[src/rtl/servo_ramp_ctrl.sv]
// rtl/servo_ramp_ctrl.sv - slew-rate-limited servo pulse-width sequencer with PWM output
module servo_ramp_ctrl #(
    parameter int unsigned FRAME_CYCLES = 1000000,
    parameter int unsigned MIN_PW       = 50000,
    parameter int unsigned MAX_PW       = 100000,
    parameter int unsigned STEP         = 500,
    parameter int unsigned W            = 32
) (
    input  logic         clock_clk,
    input  logic         reset_low,
    input  logic         enable,
    input  logic         cmd_valid,
    output logic         cmd_ready,
    input  logic [W-1:0] cmd_pw,
    output logic [W-1:0] cur_pw,
    output logic [W-1:0] target_pw,
    output logic         busy,
    output logic         done,
    output logic         cmd_clamped,
    output logic         frame_tick,
    output logic         pwm_out
);

    localparam logic [W-1:0] LAST_CNT = W'(FRAME_CYCLES - 1);
    localparam logic [W-1:0] MIN_V    = W'(MIN_PW);
    localparam logic [W-1:0] MAX_V    = W'(MAX_PW);
    localparam logic [W-1:0] STEP_V   = W'(STEP);
    localparam logic [W-1:0] MID_V    = W'((MIN_PW + MAX_PW) / 2);

    if (!(MIN_PW <= MAX_PW && MAX_PW < FRAME_CYCLES && STEP >= 1)) begin : g_param_check
        $error("servo_ramp_ctrl: illegal parameter set");
    end

    typedef enum logic {IDLE, RAMP} state_t;

    state_t       state_q, state_d;
    logic [W-1:0] frame_cnt_q, frame_cnt_d;
    logic [W-1:0] cur_pw_q, cur_pw_d;
    logic [W-1:0] target_pw_q, target_pw_d;
    logic         done_q, done_d;
    logic         clamped_q, clamped_d;
    logic         pwm_q, pwm_d;
    logic         live_q;
    logic         accept;
    logic         ramp_up;
    logic [W-1:0] gap;
    logic [W-1:0] ramp_next;
    logic [W-1:0] cmd_clamp_val;

    assign frame_tick = (frame_cnt_q == LAST_CNT);
    // Commands are refused on the tick so a load never coincides with a ramp step.
    assign cmd_ready  = live_q && !frame_tick;
    assign accept     = cmd_valid && cmd_ready;

    assign cmd_clamp_val = (cmd_pw < MIN_V) ? MIN_V : ((cmd_pw > MAX_V) ? MAX_V : cmd_pw);

    assign ramp_up   = (target_pw_q > cur_pw_q);
    assign gap       = ramp_up ? (target_pw_q - cur_pw_q) : (cur_pw_q - target_pw_q);
    assign ramp_next = (gap > STEP_V) ? (ramp_up ? cur_pw_q + STEP_V : cur_pw_q - STEP_V)
                                      : target_pw_q;

    always_comb begin
        state_d     = state_q;
        cur_pw_d    = cur_pw_q;
        done_d      = 1'b0;
        frame_cnt_d = frame_tick ? '0 : frame_cnt_q + W'(1);
        target_pw_d = accept ? cmd_clamp_val : target_pw_q;
        clamped_d   = accept && ((cmd_pw < MIN_V) || (cmd_pw > MAX_V));
        pwm_d       = enable && (frame_cnt_q < cur_pw_q);
        case (state_q)
            IDLE: begin
                if (target_pw_q != cur_pw_q) begin
                    state_d = RAMP;
                end
            end
            RAMP: begin
                if (target_pw_q == cur_pw_q) begin
                    state_d = IDLE;
                    done_d  = enable;
                end else if (frame_tick && enable) begin
                    cur_pw_d = ramp_next;
                    if (ramp_next == target_pw_q) begin
                        state_d = IDLE;
                        done_d  = 1'b1;
                    end
                end
            end
            default: state_d = IDLE;
        endcase
    end

    always_ff @(posedge clock_clk or negedge reset_low) begin
        if (!reset_low) begin
            state_q     <= IDLE;
            frame_cnt_q <= '0;
            cur_pw_q    <= MID_V;
            target_pw_q <= MID_V;
            done_q      <= 1'b0;
            clamped_q   <= 1'b0;
            pwm_q       <= 1'b0;
            live_q      <= 1'b0;
        end else begin
            state_q     <= state_d;
            frame_cnt_q <= frame_cnt_d;
            cur_pw_q    <= cur_pw_d;
            target_pw_q <= target_pw_d;
            done_q      <= done_d;
            clamped_q   <= clamped_d;
            pwm_q       <= pwm_d;
            live_q      <= 1'b1;
        end
    end

    assign cur_pw      = cur_pw_q;
    assign target_pw   = target_pw_q;
    assign busy        = (state_q == RAMP);
    assign done        = done_q;
    assign cmd_clamped = clamped_q;
    assign pwm_out     = pwm_q;

endmodule

[config.mk]
export PLATFORM = sky130hd
export DESIGN_NAME = servo_ramp_ctrl
export DESIGN_NICKNAME = d
export VERILOG_FILES = /design/src/rtl/servo_ramp_ctrl.sv
export SDC_FILE = /design/constraint.sdc
export NUM_CORES = 1
export LEC_CHECK = 0
export ABC_AREA = 1
export ABC_CLOCK_PERIOD_IN_PS = 7300
export CAP_MARGIN = 20
export CORE_MARGIN = 2
export CORE_UTILIZATION = 39
export CTS_BUF_LIST = sky130_fd_sc_hd__clkbuf_8
export DETAILED_ROUTE_END_ITERATION = 8
export GPL_TIMING_DRIVEN = 0
export PLACE_DENSITY = 0.64
export SYNTH_ARGS = -nofsm -noshare
export SYNTH_HDL_FRONTEND = slang
export SYNTH_SLANG_ARGS = --single-unit
[constraint.sdc]
create_clock -name clock_clk -period 7.3 [get_ports clock_clk]
set_clock_uncertainty 0.2 [all_clocks]
set_input_delay 1.46 -clock clock_clk [delete_from_list [all_inputs] [get_ports clock_clk]]
set_output_delay 1.46 -clock clock_clk [all_outputs]
set_load 0.01 [all_outputs]
run_1/m1.png
The bar under the picture is 50 um long. Cells faint in the background.
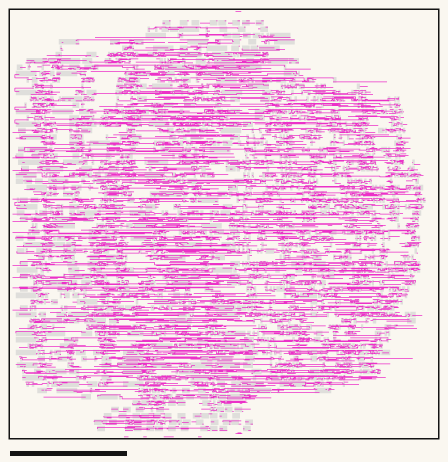
nets with wire on the layer	2248
longest straight run	76.8 um
wire length on this layer	21.3 mm
share of all routed wire	45%
main direction	horizontal

run_1/m2.png
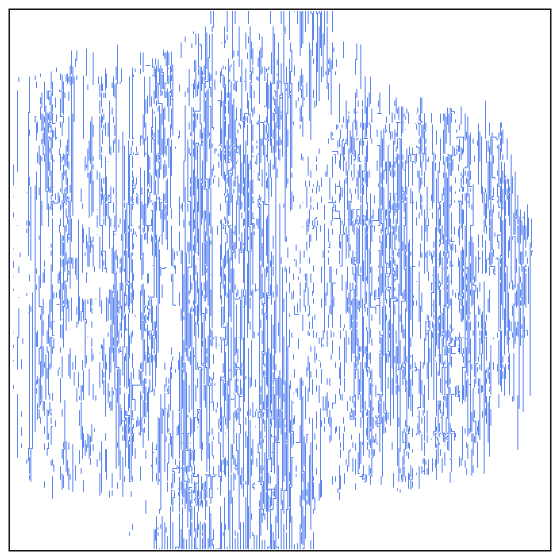
share of all routed wire	45%
nets with wire on the layer	1895
longest straight run	83.6 um

run_1/m3.png
The bar under the picture is 50 um long.
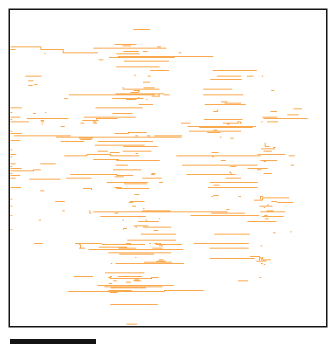
main direction	horizontal
longest straight run	77.7 um
nets with wire on the layer	203

-- run 1: routing by layer --
layer | routed length, um | track usage [%] | part of all wire [%]
met1 | 21300 | 37.9 | 45
met2 | 21300 | 46.6 | 45
met3 | 3000 | 2.52 | 6.3
met4 | 1610 | 10.9 | 3.4
met5 | 0 | 0 | 0
-- run 1: power groups by stage --
stage               Combinational (mW)  Sequential [mW]  Clock, mW
global placement                 0.591            0.621          0
detailed placement               0.599            0.621          0
floorplan                        0.391            0.614          0
global route                     0.681            0.613      0.393
finish                           0.612            0.612      0.367
CTS                              0.602            0.610      0.372
-- run 1: how the worst max path moves through the flow --
stage / to
2_1_floorplan: busy
3_3_place_gp: target_pw[1]
3_5_place_dp: busy
4_1_cts: busy
5_1_grt: busy
6_report: busy
==> out/metrics.csv, run 1 <==
metric;value;unit
status;finished, final reports clean;
cp.arrival;6.50;ns
max_freq;156;MHz
core.rowCount;65;
crit_buf_inv;4;
stdcell_area;0.0144;sq mm
portBuffers;105;
warnings;57;
seq-cell-share;17.7;%
n_antenna_cell;0;
syn_area_per_cell;5.95;sq um
synth_nets;2278;
clk_pin_slew;0.12;ns
logic_area;0.00840;sq mm
grt_util_all_layers;28.1;%
placed_area;0.0142;sq mm
worst_ir_drop_vdd;0.0000850;V
combAreaFraction;58.5;%
vias;13800;
slowest_delay;0.63;ns
nFillCells;3368;
ys_sh_adder;12.7;%
worst_pin_slew;0.756;ns
internal_power;0.935;mW
final_core_util;45.4;%
initCoreUtil;39.8;%
ys_sh_simple;38.1;%
nets;2396;
ys.flops;101;
r2r_slack;0.89;ns
final_common_cell;nand2_1;
yosys_warnings;0;
dp.cells;2625;
crit_fanout;14;
r2r_cells;31;
area_growth;14.1;%
topCombFamilyByArea;simple AND/OR/NAND/NOR gates;
holdPathStages;1;
cts_tree;built;
power_density;111;mW/mm^2
finalPower;1.59;mW
hold_viol_final;0;
layout_top_cells;nand2_1, inv_1, nor2_1;
pin_count;106;
cp_top_family;simple AND/OR/NAND/NOR gates;
final-instance-count-excl-fill;2641;
drv_cap;0;
endpoint_kind;flop;
yosysMostFrequentCell;nand2_1;
drc_errors;0;
wl_per_cell;17.9;um
n_all_buffers;146;
flops;101;
ys_cells;2116;
initialDrtViolationCount;1213;
h-tree-depth;3;
switching_share;41.2;%
ant_nets;0;
largest_class;multi-input combinational cells;
grt_first_pass_wirelength;72400;um
seq_area;0.00255;sq mm
ys_area;0.0126;sq mm
core;0.0316;sq mm
die_w;184;um
leakage;7.88;nW
cp_slowest_cell;dfstp_2;
chipArea;0.0337;sq mm
pre_cts_ws;1.10;ns
top_area_share;21.0;%
antenna_found_initial;0;
timing.hold.ws;0.304;ns
edf_count;0;
die_y;184;um
period_needed;6.41;ns
ys_sh_xor;4.38;%
drv_slew;0;
drt-pass1-iter-count;5;
ys_async_sr_fraction;100;%
synth.mux.area_fraction;0;%
hp-class;reg2reg;
rsz0062_at_grt;no;
startpoint;cur_pw[16];
slew_headroom;49.6;%
clock_path_buffers;2;
r2r_start;cur_pw[16];
via_per_inst;5.24;
holdBufCountCts;0;
ff_type;dfrtp_1;
nonClkBufAreaFrac;8.97;%
setup_viol;0;
seqPwrFrac;38.4;%
synth-seq-area-share;20.2;%
clk_share;1.28;%
critPathRequiredTime;7.38;ns
cts_resized;0;
overflow;0;
worstHoldStart;frame_cnt_q[0];
worstSetupPathDepth;31;
inv_count;384;
timing.rr.end;busy;
topCellsByArea;nand2_1, dfrtp_1, ha_1, inv_1, nor2_1;
num_tap_cells;402;
drive_above_1_share;4.20;%
clkSinkCount;101;
syn_inst;2116;
cts_buffers;9;
finalCritPeriodShare;87.9;%
grt_pass1_vias;13300;
holdPathEnd;frame_cnt_q[0];
post-dp-hpwl;39300;um
comb.multi_input.count;1592;
start_kind;flop;
gp_congestion;0.989;
## Run 2: what changed since run 1
--- a/config.mk
+++ b/config.mk
@@ -10,9 +10,7 @@
 export CAP_MARGIN = 20
 export CORE_MARGIN = 2
 export CORE_UTILIZATION = 39
-export CTS_BUF_LIST = sky130_fd_sc_hd__clkbuf_8
 export DETAILED_ROUTE_END_ITERATION = 8
-export GPL_TIMING_DRIVEN = 0
 export PLACE_DENSITY = 0.64
 export SYNTH_ARGS = -nofsm -noshare
 export SYNTH_HDL_FRONTEND = slang
run_2/m1.png
The bar under the picture is 50 um long. Cells faint in the background.
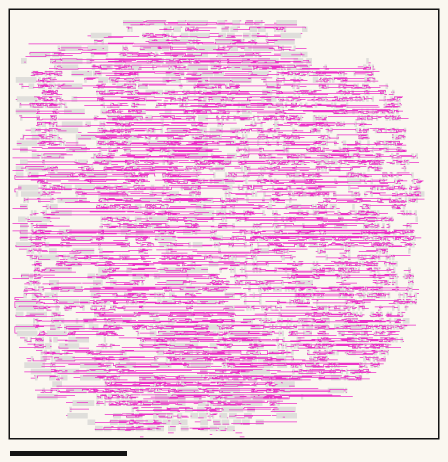
wire length on this layer	22.4 mm
main direction	horizontal
share of all routed wire	47%
longest straight run	81.0 um
nets with wire on the layer	2218

run_2/m4.png
The bar under the picture is 50 um long.
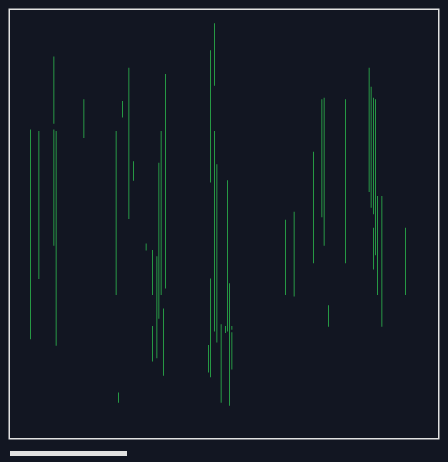
nets with wire on the layer	43
main direction	vertical
wire length on this layer	1970 um
share of all routed wire	4.1%
longest straight run	91.8 um

==> run 2 against run 1 <==
Against the previous run:
- highest routed layer unchanged
- critical endpoint unchanged
- sequential share of layout area up 0.084 points
- largest cell class unchanged
- die size unchanged
- routed wire length up 1.2%
- synthesized area unchanged
- total power increased by 6.9%
- final cell count down 1.2%
- combinational power barely moved
==> out/metrics.csv, run 2 <==
metric;value;unit;change
status;finished, final reports clean;;unchanged
core;0.0316;sq mm;unchanged
chipArea;0.0337;sq mm;unchanged
highest_layer;met4;;unchanged
pre_cts_ws;1.03;ns;was 1.10 ns
via_per_inst;5.22;;was 5.24
drive_above_1_share;3.44;%;was 4.20%
placed_area;0.0140;sq mm;was 0.0142 sq mm
layout_setup_ws;0.901;ns;was 0.885 ns
top_area_share;21.0;%;unchanged
worst_ir_drop_vdd;0.000112;V;was 0.0000850 V
n_antenna_cell;0;;unchanged
layout_top_cells;nand2_1, inv_1, nor2_1;;unchanged
clockRootBuffer;clkbuf_16;;was clkbuf_8
path_class;reg2reg;;unchanged
post-dp-hpwl;39900;um;was 39300 um
worstHoldStart;cur_pw[13];;was frame_cnt_q[0]
pg_comb;0.615;mW;was 0.612 mW
comb_power_share;36.2;%;was 38.5%
period_needed;6.40;ns;was 6.41 ns
grt_util_all_layers;28.6;%;was 28.1%
h-tree-depth;3;;unchanged
wirelength_met1;22400;um;was 21300 um
drt-pass1-iter-count;7;;was 5
die_w;184;um;unchanged
ff_type;dfrtp_1;;unchanged
met2_wirelength;20600;um;was 21300 um
syn_inst;2116;;unchanged
switchingPower;0.662;mW;was 0.655 mW
ys_area;0.0126;sq mm;unchanged
synthesis.area;0.0126;sq mm;unchanged
antenna_found_initial;0;;unchanged
synth_nets;2278;;unchanged
clock_latency;0.37;ns;was 0.41 ns
initCoreUtil;39.8;%;unchanged
final-instance-count-excl-fill;2609;;was 2641
portBuffers;105;;unchanged
powerClk;0.475;mW;was 0.367 mW
crit_buf_inv;3;;was 4
drc_errors;0;;unchanged
ys_cells;2116;;unchanged
grt_max_degree;69;;was 66
setup_viol;0;;unchanged
syn_area_per_cell;5.95;sq um;unchanged
core.rowCount;65;;unchanged
holdPathStages;2;;was 1
finalPower;1.70;mW;was 1.59 mW
hp-class;reg2reg;;unchanged
crit_top_cell;nand2_1;;unchanged
ys.flops;101;;unchanged
grt_first_pass_wirelength;73500;um;was 72400 um
cts_resized;0;;unchanged
holdPathEnd;cur_pw[13];;was frame_cnt_q[0]
cp_top_family;simple AND/OR/NAND/NOR gates;;unchanged
final_core_util;45.2;%;was 45.4%
wl;47800;um;was 47200 um
grtUsageMet1;40.1;%;was 37.9%
max_freq;156;MHz;about the same
area_growth;13.6;%;was 14.1%
clock_path_buffers;2;;unchanged
crit_end;busy;;unchanged
dp.cells;2593;;was 2625
slew_headroom;29.9;%;was 49.6%
cp_slowest_cell;a21oi_4;;was dfstp_2
internal_power;1.04;mW;was 0.935 mW
drv_slew;0;;unchanged
critPathRequiredTime;7.36;ns;was 7.38 ns
top_power_group;combinational cells;;was registers
cts_buffers;9;;unchanged
edf_count;0;;unchanged
ys_types;50;;unchanged
grtUsageMet2;44.5;%;was 46.6%
worst_pin_slew;1.05;ns;was 0.756 ns
yosys_warnings;0;;unchanged
clkSinkCount;101;;unchanged
cp.arrival;6.46;ns;was 6.50 ns
p_clk_share;27.9;%;was 23.1%
initialDrtViolationCount;1188;;was 1213
nets;2364;;was 2396
yosysMostFrequentCell;nand2_1;;unchanged
r2r_cells;33;;was 31
power_density;119;mW/mm^2;was 111 mW/mm^2
synthTopCellsByCount;nand2_1, inv_1, nor2_1, nand3_1, a21oi_1;;unchanged
nFillCells;3425;;was 3368
stdcell_area;0.0143;sq mm;was 0.0144 sq mm
start_kind;flop;;unchanged
slowest_delay;0.58;ns;was 0.63 ns
wl_met3;2780;um;was 3000 um
vias;13600;;was 13800
ys_async_sr_fraction;100;%;unchanged
clk_pin_slew;0.08;ns;was 0.12 ns
ant_nets;0;;unchanged
r2r_start;target_pw[0];;was cur_pw[16]
rsz0062_at_grt;no;;unchanged
wl_per_cell;18.3;um;was 17.9 um
finalSetupTns;0;ns;unchanged
grt_pass1_vias;13100;;was 13300
topCellsByArea;nand2_1, dfrtp_1, ha_1, inv_1, nor2_1;;unchanged
use_met3;3.23;%;was 2.52%
holdBufCountCts;0;;unchanged
endpoint_kind;flop;;unchanged
startpoint;target_pw[0];;was cur_pw[16]
drv_cap;0;;unchanged
worstSetupPathDepth;33;;was 31
gp_congestion;0.946;;was 0.989
busiest_layer;met2;;unchanged
final_common_cell;nand2_1;;unchanged
cts_tree;built;;unchanged
leakage;7.83;nW;was 7.88 nW
logic_area;0.00841;sq mm;was 0.00840 sq mm
crit_fanout;19;;was 14
yosysTopAreaCell;nand2_1;;unchanged
seqPwrFrac;35.9;%;was 38.4%
overflow;0;;unchanged
seq_area;0.00255;sq mm;unchanged
warnings;57;;unchanged
pin_count;106;;unchanged
p_seq;0.610;mW;was 0.612 mW
die_y;184;um;unchanged
r2r_slack;0.90;ns;was 0.89 ns
timing.hold.ws;0.343;ns;was 0.304 ns
cts_setup_buffers;0;;unchanged
hold_viol_final;0;;unchanged
switching_share;38.9;%;was 41.2%
synth-seq-area-share;20.2;%;unchanged
finalCritPeriodShare;87.7;%;was 87.9%
timing.rr.end;busy;;unchanged
run_2/m2.png
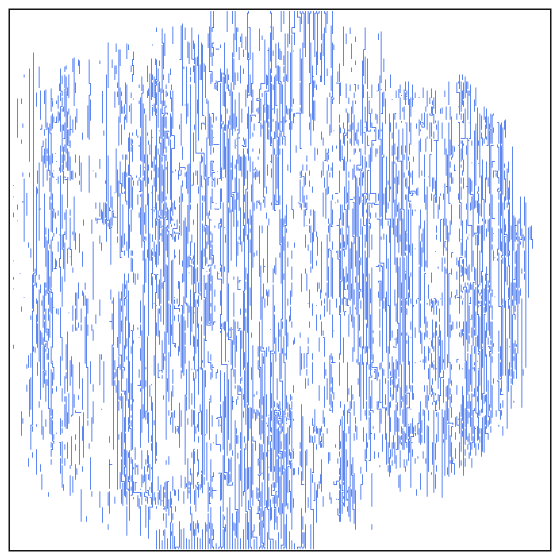
share of all routed wire	43%
wire length on this layer	20.6 mm
longest straight run	74.5 um
main direction	vertical
nets with wire on the layer	1840

## run 2: cell counts after synthesis
No cell type changed its count.
## run 2: final cells by class
| class | instances | share of cell area [%] |
|---|---|---|
| repair buffers | 114 | 7.81 |
| inverters | 384 | 10.1 |
| clock buffers | 11 | 1.70 |
| multi-input cells | 1592 | 58.8 |
| flip-flops and latches | 101 | 17.8 |
| well taps | 402 | 3.52 |
| clock inverters | 5 | 0.245 |
## run 2: logic make-up (layout without fill, tap and decap cells)
group	after synthesis	in the layout	share of synthesized area, %
compound gates	255	255	11.4
xor+xnor	63	63	4.38
fa+ha+maj	126	126	12.7
buf+inv	423	514	13.1
flops	101	101	20.2
other cells	1	1	0.0298
simple gates	1147	1147	38.1
Power is estimated from default activity; no workload was simulated.
